## src/rtl/mult_div_unit_if.sv

```systemverilog
// Handshake and operand/result bundle between the control unit and mult_div_unit.
interface mult_div_unit_if #(
    parameter int unsigned WIDTH = 32
);
    logic             mult_start;
    logic             div_start;
    logic [WIDTH-1:0] a_in;
    logic [WIDTH-1:0] b_in;
    logic             busy;
    logic             done;
    logic             div_zero;
    logic [WIDTH-1:0] hi_out;
    logic [WIDTH-1:0] lo_out;

    modport master (
        output mult_start, div_start, a_in, b_in,
        input  busy, done, div_zero, hi_out, lo_out
    );

    modport slave (
        input  mult_start, div_start, a_in, b_in,
        output busy, done, div_zero, hi_out, lo_out
    );
endinterface

```

## src/rtl/mult_div_unit.sv

```systemverilog
// Sequential signed multiply (radix-2 Booth) / divide (restoring) unit producing HI/LO.
// Optional divider: define MD_DIV_EN to build the DIV state, divider datapath and div_zero.
module mult_div_unit #(
    parameter int unsigned WIDTH = 32
) (
    input  logic           clk,
    input  logic           reset,
    mult_div_unit_if.slave bus
);
    localparam int unsigned CNT_W = $clog2(WIDTH) + 1;

    typedef enum logic [1:0] {
        IDLE = 2'd0,
        MULT = 2'd1,
        DIV  = 2'd2,
        DONE = 2'd3
    } state_t;

    state_t           state, state_nxt;
    logic [CNT_W-1:0] cnt, cnt_nxt;
    logic [WIDTH:0]   acc, acc_nxt;        // Booth accumulator / division remainder
    logic [WIDTH-1:0] qreg, qreg_nxt;      // multiplier / dividend-quotient shift register
    logic             qlsb_prev, qlsb_prev_nxt;
    logic [WIDTH-1:0] opnd, opnd_nxt;      // multiplicand / divisor magnitude
    logic             busy, busy_nxt;
    logic             done, done_nxt;
    logic [WIDTH-1:0] hi, hi_nxt;
    logic [WIDTH-1:0] lo, lo_nxt;

    logic [WIDTH:0]   m_ext, booth_sum, booth_acc;
    logic [WIDTH-1:0] booth_q;

    // One radix-2 Booth step: add/subtract multiplicand, then arithmetic shift right
    always_comb begin
        m_ext = {opnd[WIDTH-1], opnd};
        unique case ({qreg[0], qlsb_prev})
            2'b01:   booth_sum = acc + m_ext;
            2'b10:   booth_sum = acc - m_ext;
            default: booth_sum = acc;
        endcase
        booth_acc = {booth_sum[WIDTH], booth_sum[WIDTH:1]};
        booth_q   = {booth_sum[0], qreg[WIDTH-1:1]};
    end

`ifdef MD_DIV_EN
    logic             q_neg, q_neg_nxt;
    logic             r_neg, r_neg_nxt;
    logic             div_zero, div_zero_nxt;
    logic [WIDTH-1:0] a_mag, b_mag;
    logic [WIDTH:0]   rem_shift, rem_diff, div_acc;
    logic [WIDTH-1:0] div_q, quo_res, rem_res;

    // Operand magnitudes; the most-negative value maps to 2^(WIDTH-1) unsigned
    always_comb begin
        a_mag = bus.a_in[WIDTH-1] ? (~bus.a_in + WIDTH'(1)) : bus.a_in;
        b_mag = bus.b_in[WIDTH-1] ? (~bus.b_in + WIDTH'(1)) : bus.b_in;
    end

    // One restoring-division step plus the final sign correction of its result
    always_comb begin
        rem_shift = {acc[WIDTH-1:0], qreg[WIDTH-1]};
        rem_diff  = rem_shift - {1'b0, opnd};
        if (rem_diff[WIDTH]) begin
            div_acc = rem_shift;
            div_q   = {qreg[WIDTH-2:0], 1'b0};
        end else begin
            div_acc = rem_diff;
            div_q   = {qreg[WIDTH-2:0], 1'b1};
        end
        quo_res = q_neg ? (~div_q + WIDTH'(1)) : div_q;
        rem_res = r_neg ? (~div_acc[WIDTH-1:0] + WIDTH'(1)) : div_acc[WIDTH-1:0];
    end
`endif

    // Next-state, datapath and registered-output logic
    always_comb begin
        state_nxt     = state;
        cnt_nxt       = cnt;
        acc_nxt       = acc;
        qreg_nxt      = qreg;
        qlsb_prev_nxt = qlsb_prev;
        opnd_nxt      = opnd;
        hi_nxt        = hi;
        lo_nxt        = lo;
        busy_nxt      = 1'b0;
        done_nxt      = 1'b0;
`ifdef MD_DIV_EN
        q_neg_nxt     = q_neg;
        r_neg_nxt     = r_neg;
        div_zero_nxt  = 1'b0;
`endif
        unique case (state)
            IDLE: begin
                if (bus.mult_start) begin
                    state_nxt     = MULT;
                    cnt_nxt       = CNT_W'(WIDTH);
                    acc_nxt       = '0;
                    qreg_nxt      = bus.b_in;
                    qlsb_prev_nxt = 1'b0;
                    opnd_nxt      = bus.a_in;
                    busy_nxt      = 1'b1;
                end
`ifdef MD_DIV_EN
                else if (bus.div_start) begin
                    if (bus.b_in == '0) begin
                        div_zero_nxt = 1'b1;
                    end else begin
                        state_nxt = DIV;
                        cnt_nxt   = CNT_W'(WIDTH);
                        acc_nxt   = '0;
                        qreg_nxt  = a_mag;
                        opnd_nxt  = b_mag;
                        q_neg_nxt = bus.a_in[WIDTH-1] ^ bus.b_in[WIDTH-1];
                        r_neg_nxt = bus.a_in[WIDTH-1];
                        busy_nxt  = 1'b1;
                    end
                end
`endif
            end
            MULT: begin
                acc_nxt       = booth_acc;
                qreg_nxt      = booth_q;
                qlsb_prev_nxt = qreg[0];
                cnt_nxt       = cnt - CNT_W'(1);
                if (cnt == CNT_W'(1)) begin
                    state_nxt = DONE;
                    done_nxt  = 1'b1;
                    hi_nxt    = booth_acc[WIDTH-1:0];
                    lo_nxt    = booth_q;
                end else begin
                    busy_nxt = 1'b1;
                end
            end
`ifdef MD_DIV_EN
            DIV: begin
                acc_nxt  = div_acc;
                qreg_nxt = div_q;
                cnt_nxt  = cnt - CNT_W'(1);
                if (cnt == CNT_W'(1)) begin
                    state_nxt = DONE;
                    done_nxt  = 1'b1;
                    hi_nxt    = rem_res;
                    lo_nxt    = quo_res;
                end else begin
                    busy_nxt = 1'b1;
                end
            end
`endif
            DONE: begin
                state_nxt = IDLE;
            end
            default: begin
                state_nxt = IDLE;
            end
        endcase
    end

    // State and datapath registers with synchronous reset
    always_ff @(posedge clk) begin
        if (reset) begin
            state     <= IDLE;
            cnt       <= '0;
            acc       <= '0;
            qreg      <= '0;
            qlsb_prev <= 1'b0;
            opnd      <= '0;
            busy      <= 1'b0;
            done      <= 1'b0;
            hi        <= '0;
            lo        <= '0;
`ifdef MD_DIV_EN
            q_neg     <= 1'b0;
            r_neg     <= 1'b0;
            div_zero  <= 1'b0;
`endif
        end else begin
            state     <= state_nxt;
            cnt       <= cnt_nxt;
            acc       <= acc_nxt;
            qreg      <= qreg_nxt;
            qlsb_prev <= qlsb_prev_nxt;
            opnd      <= opnd_nxt;
            busy      <= busy_nxt;
            done      <= done_nxt;
            hi        <= hi_nxt;
            lo        <= lo_nxt;
`ifdef MD_DIV_EN
            q_neg     <= q_neg_nxt;
            r_neg     <= r_neg_nxt;
            div_zero  <= div_zero_nxt;
`endif
        end
    end

    assign bus.busy   = busy;
    assign bus.done   = done;
    assign bus.hi_out = hi;
    assign bus.lo_out = lo;

`ifdef MD_DIV_EN
    assign bus.div_zero = div_zero;
`else
    // Without the divider, div_start has no effect and div_zero never fires
    logic unused_div_start;
    assign unused_div_start = bus.div_start;
    assign bus.div_zero     = 1'b0;
`endif
endmodule
```

## src/flat_wrapper.sv

```systemverilog
// flat-port wrapper written by rule: the top's interface ports become plain ports
module mult_div_unit_flat 
#(
    parameter int unsigned WIDTH = 32
)
  (clk, reset, bus_mult_start, bus_div_start, bus_a_in, bus_b_in, bus_busy, bus_done, bus_div_zero, bus_hi_out, bus_lo_out);
  mult_div_unit_if #(.WIDTH(WIDTH)) bus_i ();
  input  logic clk;
  input  logic reset;
  input wire logic [$bits(bus_i.mult_start)-1:0] bus_mult_start;
  input wire logic [$bits(bus_i.div_start)-1:0] bus_div_start;
  input wire logic [$bits(bus_i.a_in)-1:0] bus_a_in;
  input wire logic [$bits(bus_i.b_in)-1:0] bus_b_in;
  output wire logic [$bits(bus_i.busy)-1:0] bus_busy;
  output wire logic [$bits(bus_i.done)-1:0] bus_done;
  output wire logic [$bits(bus_i.div_zero)-1:0] bus_div_zero;
  output wire logic [$bits(bus_i.hi_out)-1:0] bus_hi_out;
  output wire logic [$bits(bus_i.lo_out)-1:0] bus_lo_out;
  assign bus_i.mult_start = bus_mult_start;
  assign bus_i.div_start = bus_div_start;
  assign bus_i.a_in = bus_a_in;
  assign bus_i.b_in = bus_b_in;
  assign bus_busy = bus_i.busy;
  assign bus_done = bus_i.done;
  assign bus_div_zero = bus_i.div_zero;
  assign bus_hi_out = bus_i.hi_out;
  assign bus_lo_out = bus_i.lo_out;
  mult_div_unit #(.WIDTH(WIDTH)) u_core (.clk(clk), .reset(reset), .bus(bus_i));
endmodule
```

## config.mk

```make
export PLATFORM = sky130hd
export DESIGN_NAME = mult_div_unit_flat
export DESIGN_NICKNAME = d
export VERILOG_FILES = /design/src/rtl/mult_div_unit_if.sv /design/src/rtl/mult_div_unit.sv /design/src/flat_wrapper.sv
export SDC_FILE = /design/constraint.sdc
export NUM_CORES = 1
export LEC_CHECK = 0
export ABC_AREA = 1
export CAP_MARGIN = 30
export CORE_ASPECT_RATIO = 1.75
export CORE_MARGIN = 5
export CORE_UTILIZATION = 55
export DETAILED_ROUTE_END_ITERATION = 16
export HOLD_SLACK_MARGIN = 0.05
export PLACE_DENSITY_LB_ADDON = 0.2
export SETUP_SLACK_MARGIN = 0.05
export SLEW_MARGIN = 5
export SYNTH_ARGS = -nofsm -noshare
export SYNTH_HDL_FRONTEND = slang
export SYNTH_SLANG_ARGS = --single-unit
```

## constraint.sdc

```tcl
create_clock -name clk -period 3.4 [get_ports clk]
set_input_delay 0.68 -clock clk [delete_from_list [all_inputs] [get_ports clk]]
set_output_delay 0.68 -clock clk [all_outputs]
set_load 0.01 [all_outputs]
```

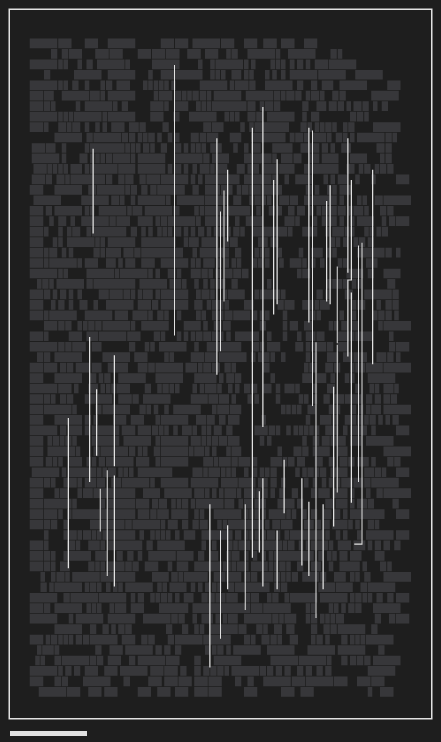
(images/met4.png)
Scale bar: 20 um.
wire length on this layer: 1610 um
share of all routed wire: 5.6%
DRT Wirelength: 29000 um
via count: 9756

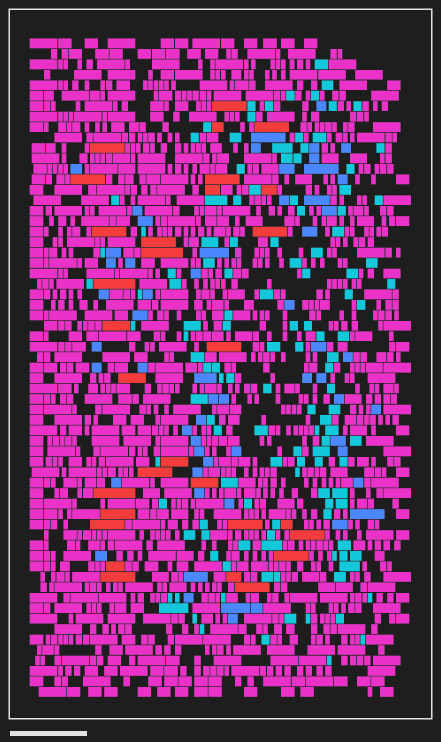
(images/drive_strength.png)
Scale bar: 20 um.
[drive 6 and up] red | cells: 30
[drive 1 or less] magenta | cells: 1354
[drive 3 to 4] blue | cells: 58
[drive 2] cyan | cells: 128

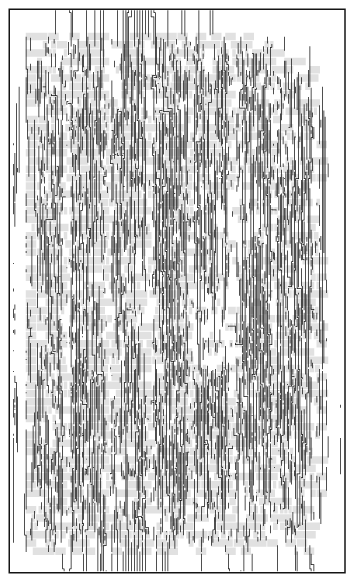
(images/met2.png)
nets with wire on the layer: 1340
longest straight run: 92.5 um
main direction: vertical
share of all routed wire: 53%

==> flow_summary.yaml <==
# synthesis and place-and-route metrics
layout:
  final_cell_mix: "nand2_1 (329), dfxtp_1 (170), nor2_1 (145)"
  logic_area_sq_mm: 0.00560
  layout.area.seq_sq_mm: 0.00342
  syn2layout_area_growth_pct: 27.8
  drive_above_1_share_pct: 13.8
  fin_util_pct: 71.5
  diodes: 0
  final_area_sq_mm: 0.0122
  fillers: 1497
  final_cells: 1797
  finalNetCount: 1662
setup_path:
  cp_top_family: "simple AND/OR/NAND/NOR gates"
  cp_max_fo: 5
  cp-end-kind: "flop"
  reg2regPathDepth: 22
  crit_path_frequent_cell: "nand2_1"
  r2r_end: "u_core.bus.hi_out[31]"
  reg2reg_from: "u_core.opnd[2]"
  critical_path.cell_chain: "inv_2 -> nand3_4 -> nor4_4 -> nand4_2 -> inv_2 -> nand4_1 -> nand2_2 -> xor2_1 -> inv_1 -> ha_4 -> nand2_1 -> inv_1 -> a21oi_1 -> nand2_1 -> a21oi_2 -> nand2_1 -> nand2_1 -> nand3_1 -> nand2_1 -> nand2_2 -> o21ai_1 -> inv_1"
  crit_path_top_delay_cell: "dfxtp_2"
  path_class: "flop to flop"
  cp_num_buf_inv: 5
  start_kind: "flop"
  slowest_delay_ns: 0.32
  arrival_ns: 3.63
floorplan:
  ios: 135
  core_sq_mm: 0.0170
  num_rows: 63
  die_width_um: 110
  die_h_um: 184
  dieArea_sq_mm: 0.0202
  core_util_floorplan_pct: 56.0
placed_design:
  dp_hpwl_um: 21200
  dp_cells: 1759
  place_area_sq_mm: 0.0112
  place.gp.congestion: 0.987
  placement.io_buffers: 132
sta:
  slew_headroom_pct: 53.5
  setup_viol: 0
  slew_viol_final: 0
  finalClockPeriodUsage_pct: 97.2
  hold_violations: 0
  rsz0062_at_grt: "true"
  max_freq_mhz: 303
  worst-slew-pin-transition_ns: 0.695
  hold_slack_ns: 0.464
status:
  run_status: "complete, no violations"
run:
  drv_cap: 0
  tool_warnings: 30
logic_synthesis:
  async_reset_ff_share_pct: 0
  syn_area_sq_mm: 0.00953
  syn_area_per_cell_sq_um: 6.66
  yosysWarnings: 0
  edf_count: 0
  ys_cells: 1430
  ys_seq_elements: 171
  ys.flop_type: "dfxtp_1"
  yosysUniqueCellTypes: 46
  ys_seq_share_pct: 35.9
  ys_area_sq_mm: 0.00953
  syn_inst: 1430
global_route:
  grt_max_degree: 73
  grt_pass1_wl_um: 46000
  grt_pass1_vias: 9556
clock_network:
  cts_max_level: 4
  path_clk_slew_ns: 0.07
  cts_tree: "done"
  root_buffer: "clkbuf_16"
  numCtsBuffers: 17
power_and_ir_drop:
  irDropWorstVdd_mv: 0.385
  power_density_mw_per_mm2: 457
min_path:
  min_from: "u_core.qreg[21]"
  holdPathEnd: "u_core.bus.lo_out[20]"
  hold_path.class: "flop to flop"
  whs_path_depth: 2
route:
  vias_per_cell: 5.43
  drc_errors: 0
  drt_iter0_drc: 591
  ant_nets: 0
  dr.pass1.iters: 5
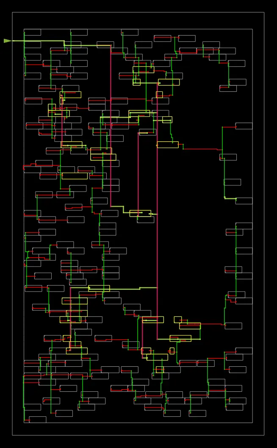
(images/final_clocks.png)
clock sinks: 171
Skew-Pair Late Insertion Delay: 0.44 ns
clk pwr: 2.07 mW
Clock Skew: 0.0128 ns

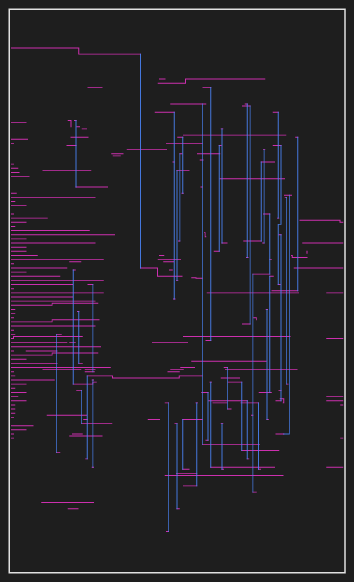
(images/metal_stack.png)
Only two layers are drawn.
[met4] blue | wire length: 1610 um
[met3] magenta | wire length: 1540 um
gr usage total: 29.0%
average wire per standard cell: 16.1 um

final cells by class:
type | count | share of cell area (%)
Tap cell | 227 | 2.33
Sequential cell | 171 | 28.1
Clock inverter | 13 | 1.48
Clock buffer | 19 | 3.64
Timing Repair Buffer | 173 | 13.7
Multi-Input combinational cell | 1041 | 46.0
Inverter | 153 | 4.72
layer usage:
metal  GRT usage (%)  wire length (um)
met5               0                 0
met2            53.7             15500
met4            16.2              1610
met1            29.5             10400
met3            5.85              1540
repair_timing:
item,in CTS,in global routing
resized,4,90
buffers inserted,0,6
pin swaps,0,21
hold buffers,0,0
endpoints found under the setup margin,4,40
gates cloned,0,0
cell families after synthesis:
kind of cell               synth area share [%]
other                                    0.0394
AOI/OAI and AO/OA                          15.9
xor gates and xnor gates                   3.12
adders and majority gates                  4.94
and+or+nand+nor                            31.2
DFF                                        35.9
buffers and inverters                      8.80
worst max path at each step:
stage / start / end / slack, ns / cells after the start
2_1_floorplan: u_core.qlsb_prev / u_core.bus.hi_out[31] / 0.54 / 23
3_3_place_gp: u_core.opnd[0] / u_core.bus.hi_out[28] / -0.06 / 21
3_5_place_dp: u_core.opnd[0] / u_core.bus.hi_out[28] / -0.04 / 21
4_1_cts: u_core.opnd[0] / u_core.bus.hi_out[26] / 0.04 / 22
5_1_grt: u_core.opnd[2] / u_core.bus.hi_out[27] / -0.14 / 21
6_report: u_core.opnd[2] / u_core.bus.hi_out[31] / 0.09 / 22
registers in the layout (all words and copies together), names as in the netlist:
name	count
u_core.bus.done	1
u_core.state	2
u_core.bus.lo_out	32
u_core.qlsb_prev	1
u_core.acc	32
u_core.bus.busy	1
u_core.cnt	6
u_core.qreg	32
u_core.bus.hi_out	32
u_core.opnd	32
worst min-delay path: cells and delay by family (launching register included):
family	cells	cell delay, ns
DFF	1	0.32
and+or+nand+nor	2	0.10
power breakdown:
part / switching, mW / internal [mW] / total, mW
combinational: 0.815 / 0.502 / 1.32
sequential: 0.0820 / 2.10 / 2.18
clock: 0.872 / 1.20 / 2.07
total: 1.77 / 3.80 / 5.57
Yosys cell counts, types with 6 or more instances:
master | count | share of area (%)
inv_1 | 136 | 5.4
buf_1 | 8 | 0.32
nor3_1 | 7 | 0.37
inv_2 | 17 | 0.67
buf_2 | 13 | 0.68
a21oi_2 | 8 | 0.74
o21ai_1 | 47 | 2.5
nand2_1 | 350 | 14
nor2_1 | 163 | 6.4
nand2_2 | 10 | 0.66
a31oi_1 | 17 | 1.1
o21ai_0 | 78 | 4.1
xor2_1 | 18 | 1.7
or2_2 | 16 | 1.1
dfxtp_1 | 171 | 36
o211ai_1 | 6 | 0.47
nand3_1 | 125 | 6.6
clkbuf_1 | 43 | 1.7
xnor2_1 | 16 | 1.5
ha_1 | 36 | 4.7
a22oi_1 | 6 | 0.47
a21oi_1 | 81 | 4.3
stage by stage:
stage / setup WS [ns] / setup TNS [ns]
after floorplan: 0.540 / 0
after global placement: -0.0648 / -0.0830
after detailed placement: -0.0449 / -0.0517
after CTS: 0.0382 / 0
after global routing: -0.139 / -0.919
final: 0.0949 / 0
Power is estimated from default activity; no workload was simulated.
